`config.mk`:
```
export PLATFORM = sky130hd
export DESIGN_NAME = obb_pair_scheduler
export DESIGN_NICKNAME = d
export VERILOG_FILES = /design/src/rtl/obb_pair_scheduler_pkg.sv /design/src/rtl/obb_pair_scheduler_cursor.sv /design/src/rtl/obb_pair_scheduler.sv
export SDC_FILE = /design/constraint.sdc
export NUM_CORES = 1
export LEC_CHECK = 0
export CAP_MARGIN = 20
export CORE_UTILIZATION = 42
export CTS_CLUSTER_DIAMETER = 60
export DETAILED_ROUTE_END_ITERATION = 12
export GPL_TIMING_DRIVEN = 0
export PLACE_DENSITY = 0.83
export SLEW_MARGIN = 20
export SYNTH_ARGS = -nofsm -noshare
export SYNTH_HDL_FRONTEND = slang
export SYNTH_SLANG_ARGS = --single-unit
```
`constraint.sdc`:
```
create_clock -name clk -period 2.5 [get_ports clk]
set_clock_uncertainty 0.2 [all_clocks]
set_input_delay 0.375 -clock clk [delete_from_list [all_inputs] [get_ports clk]]
set_output_delay 0.375 -clock clk [all_outputs]
set_load 0.01 [all_outputs]
```
`src/rtl/obb_pair_scheduler_pkg.sv`:
```
// Shared physics types: OBB/contact/impulse records and the pair-scheduler state set.
package obb_pair_scheduler_pkg;

    localparam int MAX_BODIES = 16;
    localparam int BODY_IDX_W = $clog2(MAX_BODIES);
    localparam int COORD_W    = 16;

    typedef enum logic [1:0] {
        ST_IDLE,
        ST_ISSUE,
        ST_DRAIN,
        ST_COMMIT
    } sched_state_t;

    typedef struct packed {
        logic signed [COORD_W-1:0] cx;
        logic signed [COORD_W-1:0] cy;
        logic        [COORD_W-1:0] hx;
        logic        [COORD_W-1:0] hy;
        logic        [COORD_W-1:0] angle;
    } obb_t;

    typedef struct packed {
        logic        [BODY_IDX_W-1:0] body_a;
        logic        [BODY_IDX_W-1:0] body_b;
        logic signed [COORD_W-1:0]    nx;
        logic signed [COORD_W-1:0]    ny;
        logic        [COORD_W-1:0]    depth;
    } contact_t;

    typedef struct packed {
        logic        [BODY_IDX_W-1:0] body;
        logic signed [COORD_W-1:0]    jx;
        logic signed [COORD_W-1:0]    jy;
    } impulse_t;

    function automatic int num_pairs(input int n);
        return n * (n - 1) / 2;
    endfunction

endpackage

```
`src/rtl/obb_pair_scheduler_cursor.sv`:
```
// Lexicographic (a, b) pair cursor with a < b; holds on the final pair.
module pair_cursor #(
    parameter  int N_BODIES = 4,
    localparam int IDX_W    = $clog2(N_BODIES)
) (
    input  logic             clk,
    input  logic             reset,
    input  logic             clear,
    input  logic             advance,
    output logic [IDX_W-1:0] a,
    output logic [IDX_W-1:0] b,
    output logic             last
);

    localparam logic [IDX_W-1:0] LAST_A = IDX_W'(N_BODIES - 2);
    localparam logic [IDX_W-1:0] LAST_B = IDX_W'(N_BODIES - 1);

    logic [IDX_W-1:0] a_reg, a_next;
    logic [IDX_W-1:0] b_reg, b_next;

    assign a    = a_reg;
    assign b    = b_reg;
    assign last = (a_reg == LAST_A) && (b_reg == LAST_B);

    always_comb begin
        a_next = a_reg;
        b_next = b_reg;
        if (clear) begin
            a_next = '0;
            b_next = IDX_W'(1);
        end else if (advance && !last) begin
            // End of a row: next row starts right above the diagonal.
            if (b_reg == LAST_B) begin
                a_next = a_reg + IDX_W'(1);
                b_next = a_reg + IDX_W'(2);
            end else begin
                b_next = b_reg + IDX_W'(1);
            end
        end
    end

    always_ff @(posedge clk) begin
        if (reset) begin
            a_reg <= '0;
            b_reg <= '0;
        end else begin
            a_reg <= a_next;
            b_reg <= b_next;
        end
    end

endmodule

```
`src/rtl/obb_pair_scheduler.sv`:
```
// Sequences every body pair through the shared detector/resolver pipeline once per
// frame, gathers per-body hit flags and strobes commit when all results are back.
module obb_pair_scheduler
    import obb_pair_scheduler_pkg::*;
#(
    parameter  int N_BODIES        = 4,
    parameter  int MAX_OUTSTANDING = 4,
    localparam int IDX_W           = $clog2(N_BODIES),
    localparam int NPAIRS          = num_pairs(N_BODIES),
    localparam int CNT_W           = $clog2(NPAIRS + 1)
) (
    input  logic                clk,
    input  logic                reset,
    input  logic                frame_start,
    output logic                pair_valid,
    input  logic                pair_ready,
    output logic [IDX_W-1:0]    pair_a,
    output logic [IDX_W-1:0]    pair_b,
    input  logic                res_valid,
    input  logic                res_hit,
    input  logic                res_ignore,
    input  logic [IDX_W-1:0]    res_a,
    input  logic [IDX_W-1:0]    res_b,
    output logic [N_BODIES-1:0] body_hit,
    output logic [CNT_W-1:0]    hit_count,
    output logic                commit,
    output logic                busy,
    output logic                overrun
);

    localparam int OUT_W = $clog2(MAX_OUTSTANDING + 1);

    sched_state_t        state_reg, state_next;
    logic [OUT_W-1:0]    outstanding_reg, outstanding_next;
    logic [N_BODIES-1:0] body_hit_reg, body_hit_next;
    logic [CNT_W-1:0]    hit_count_reg, hit_count_next;
    logic                overrun_reg, overrun_next;

    logic handshake;
    logic res_accept;
    logic hit_accept;
    logic frame_accept;
    logic cursor_last;

    assign pair_valid   = (state_reg == ST_ISSUE) && (outstanding_reg < OUT_W'(MAX_OUTSTANDING));
    assign handshake    = pair_valid && pair_ready;
    // Results with nothing in flight are stale (e.g. after a mid-frame reset).
    assign res_accept   = res_valid && (outstanding_reg != '0);
    assign hit_accept   = res_accept && res_hit && !res_ignore;
    assign frame_accept = frame_start && (state_reg == ST_IDLE);

    assign busy      = (state_reg != ST_IDLE);
    assign commit    = (state_reg == ST_COMMIT);
    assign body_hit  = body_hit_reg;
    assign hit_count = hit_count_reg;
    assign overrun   = overrun_reg;

    pair_cursor #(
        .N_BODIES(N_BODIES)
    ) u_cursor (
        .clk    (clk),
        .reset  (reset),
        .clear  (frame_accept),
        .advance(handshake),
        .a      (pair_a),
        .b      (pair_b),
        .last   (cursor_last)
    );

    always_comb begin
        outstanding_next = outstanding_reg;
        case ({handshake, res_accept})
            2'b10:   outstanding_next = outstanding_reg + OUT_W'(1);
            2'b01:   outstanding_next = outstanding_reg - OUT_W'(1);
            default: outstanding_next = outstanding_reg;
        endcase
    end

    always_comb begin
        state_next = state_reg;
        case (state_reg)
            ST_IDLE:   if (frame_start) state_next = ST_ISSUE;
            ST_ISSUE:  if (handshake && cursor_last) state_next = ST_DRAIN;
            // Looking at the next count lets the final result's own cycle trigger commit.
            ST_DRAIN:  if (outstanding_next == '0) state_next = ST_COMMIT;
            ST_COMMIT: state_next = ST_IDLE;
            default:   state_next = ST_IDLE;
        endcase
    end

    for (genvar gi = 0; gi < N_BODIES; gi++) begin : g_body_hit
        assign body_hit_next[gi] = frame_accept ? 1'b0 :
            body_hit_reg[gi] | (hit_accept && ((res_a == IDX_W'(gi)) || (res_b == IDX_W'(gi))));
    end

    always_comb begin
        hit_count_next = hit_count_reg;
        if (frame_accept) begin
            hit_count_next = '0;
        end else if (hit_accept && (hit_count_reg != CNT_W'(NPAIRS))) begin
            hit_count_next = hit_count_reg + CNT_W'(1);
        end
    end

    assign overrun_next = overrun_reg || (frame_start && busy);

    always_ff @(posedge clk) begin
        if (reset) begin
            state_reg       <= ST_IDLE;
            outstanding_reg <= '0;
            body_hit_reg    <= '0;
            hit_count_reg   <= '0;
            overrun_reg     <= 1'b0;
        end else begin
            state_reg       <= state_next;
            outstanding_reg <= outstanding_next;
            body_hit_reg    <= body_hit_next;
            hit_count_reg   <= hit_count_next;
            overrun_reg     <= overrun_next;
        end
    end

endmodule

```
port_nets.png
Scale bar: 10 um.
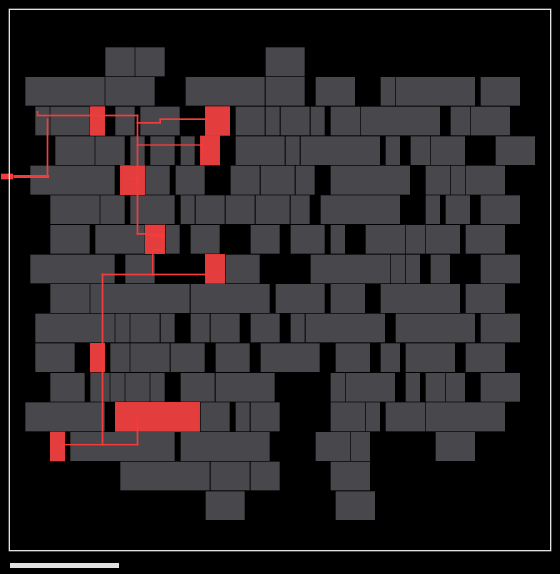
red -> reset  # direction input, edge left, end cells 9, wire 85.1 um

registers.png
Scale bar: 10 um. Other sequential cells in the stronger grey, the rest of the logic in the fainter grey.
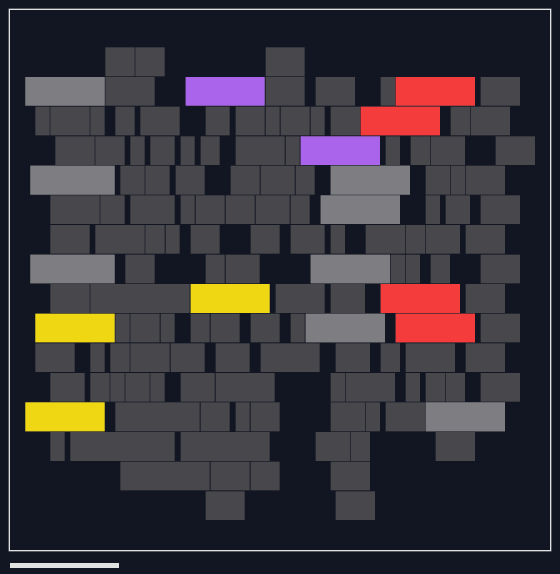
red -> body_hit  # placed flops 4
yellow -> outstanding_reg  # placed flops 3
purple -> u_cursor.b  # placed flops 2
not coloured = 8

==> changes_impl.md <==
## Flow update

- Status: finished clean
- Cts bufs inserted: 3
- Max incr delay on CP: 0.45 ns
- HP Class: input pin to flip-flop
- Chip area: 2460 um2
- Vias in the first global route: 871
- Fraction of layout cells with a size suffix above 1: 23.4%
- Antenna Cells: 0
- Slew margin rel.: 69.8%
- TritonCTS clock tree: done
- Latency at later pin: 0.29 ns
- P per Cell Area: 842 nW/um2
- Count of pins over their slew limit: 0
- Final Wtd Congestion: 0.791
- Hold Path Sink: outstanding_reg[0]$_SDFF_PP0_
- Die X: 49.6 um
- Root Buffer: clkbuf_4
- Initial antenna violation count: 0
- Max IR drop VDD: 0.739 mV
- DR iter-0 viols: 15
- Seq/Total Area, Yosys: 35.7%
- FF+latch area: 343 um2
- Dpl hpwl: 1.46 mm
- Row cnt: 16
- Mapped Area: 953 um2
- GRT Util Overall: 18.2%
- Worst Setup SP: res_valid
- Fmax: 406 MHz
- Adder Share, Synth: 13.9%
- Final hold violation count: 0
- CTS H-tree lvls: 1
- R2R Path Start: state_reg[1]$_SDFFE_PP0P_
- OpenROAD warning count: 31
- Number of vias per cell: 5.20
- Multi-input gate area: 614 um2
- Yosys warning count: 0
- Detail Route Antenna Nets: 0
- XORs/XNORs by Area: 6.04%
- Flop2flop setup slack: 0.04 ns
- Synth Instances: 105
- Mux contribution to synthesized area: 1.05%
- Crit path max fanout: 3
- Worst Setup Start Kind: input pin
- Post-route minimum period: 2.46 ns
- Reg2reg end: state_reg[1]$_SDFFE_PP0P_
- Reg2Reg Depth: 10
- Crit. End Element: flip-flop
- Unique masters post-synth: 36
- Hold path depth: 2
- WP data arrival: 2.44 ns
- Max reg flops: 4
- Ys flops: 17
- Avg WL per Cell: 12.8 um
- Hold_buf cts: 0
- Post-layout period usage: 98.6%
- Final net count: 167
- Syn Nets: 126
- Filler instances: 171
- I/O Buffers: 24
- Total grt overflow: 0
- Average size of a mapped cell: 9.08 um2
- Ao+oa area frac: 18.4%
final_clocks.png
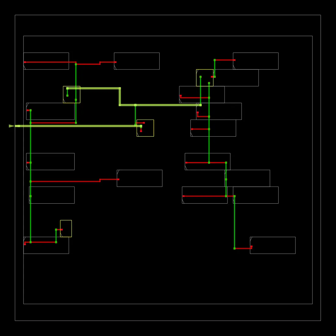
clk_buf instances: 3
Clock group: 0.000147 W

-- repair_timing --
action / CTS / global route
buffers inserted: 8 / 4
resized: 4 / 11
cloned: 0 / 0
pin swaps: 4 / 7
endpoints found under the setup margin: 3 / 4
-- kinds of logic (layout without fill, tap and decap cells) --
logic type | Yosys count | in the layout
XOR/XNOR | 5 | 5
AND/OR/NAND/NOR | 32 | 32
AND-OR/OR-AND | 26 | 26
buffers and inverters | 14 | 54
multiplexers | 1 | 1
adder cells (fa/ha/maj) | 10 | 10
flip-flops | 17 | 17
-- metrics by stage --
stage / worst slack [ns] / std cells / hold WS [ns] / TNS (ns) / total power, W
after floorplan: 0.0692 / 105 / 0.292 / 0 / 0.000680
after global placement: -0.312 / 156 / 0.247 / -0.732 / 0.000816
after detailed placement: -0.385 / 156 / 0.255 / -0.910 / 0.000834
after CTS: 0.00487 / 168 / 0.230 / 0 / 0.00105
after global routing: -0.0431 / 172 / 0.261 / -0.0839 / 0.00127
final: 0.0356 / 172 / 0.265 / 0 / 0.00118
-- cell type report --
type / count / area share [%]
plain buffers: 3 / 0.890
clock buffers: 3 / 1.60
clock inverters: 1 / 0.356
inverters: 11 / 3.12
multi-input cells: 74 / 43.7
flip-flops and latches: 17 / 24.4
well taps: 27 / 2.40
repair buffers: 36 / 23.5
-- critical path, delay by kind of cell --
family | cells | cell delay, ns
adder cells (fa/ha/maj) | 2 | 0.55
AND-OR/OR-AND | 3 | 0.53
buffers and inverters | 2 | 0.49
AND/OR/NAND/NOR | 1 | 0.27
XOR/XNOR | 1 | 0.23
-- power by group --
| group | switching (W) | internal [W] | leakage [nW] |
|---|---|---|---|
| Clock | 0.0000877 | 0.0000596 | 0.0177 |
| Combinational | 0.000314 | 0.000353 | 0.392 |
| Sequential | 0.0000508 | 0.000318 | 0.139 |
| Total | 0.000453 | 0.000730 | 0.549 |
-- per-layer routing --
| layer | vias up | track usage (%) | share of wire, % |
|---|---|---|---|
| met4 | 0 | 3.33 | 2.6 |
| met2 | 35 | 35.8 | 52 |
| met5 | - | 0 | 0 |
| met3 | 6 | 5.25 | 6.5 |
| met1 | 403 | 18.7 | 39 |
| li1 | 451 | - | - |
-- cell usage after synthesis, drive strengths merged --
cell,number,area (um2)
nand4,1,6.26
o31ai,1,7.51
o22ai,2,12.5
o311ai,1,16.3
or3b,2,17.5
and4b,1,10.0
and3b,1,8.76
nor3,1,5.00
a22o,2,17.5
nor2b,1,6.26
dfxtp,17,340
mux2i,1,10.0
fa,1,20.0
or4b,1,10.0
nand3b,1,7.51
nand4b,2,17.5
or3,1,7.51
a311oi,2,17.5
nand2,4,15.0
clkbuf,3,12.5
nand2b,2,12.5
nor2,12,45.0
o21a,1,7.51
o221ai,1,8.76
and3,1,6.26
o21ai,1,5.00
ha,9,113
a21oi,13,65.1
xor2,2,17.5
o31a,1,10.0
xnor2,2,17.5
and2b,1,8.76
a211oi,1,7.51
inv,11,41.3
xnor3,1,22.5
-- placed cells by master (no fill, tap or decap), types with 3 or more instances in the layout --
cell / instances
a21oi_1: 13
buf_4: 12
clkbuf_4: 3
clkdlybuf4s50_1: 24
dfxtp_1: 15
ha_1: 7
inv_1: 9
nand2_1: 3
nor2_1: 12
Power and IR drop assume default switching activity.
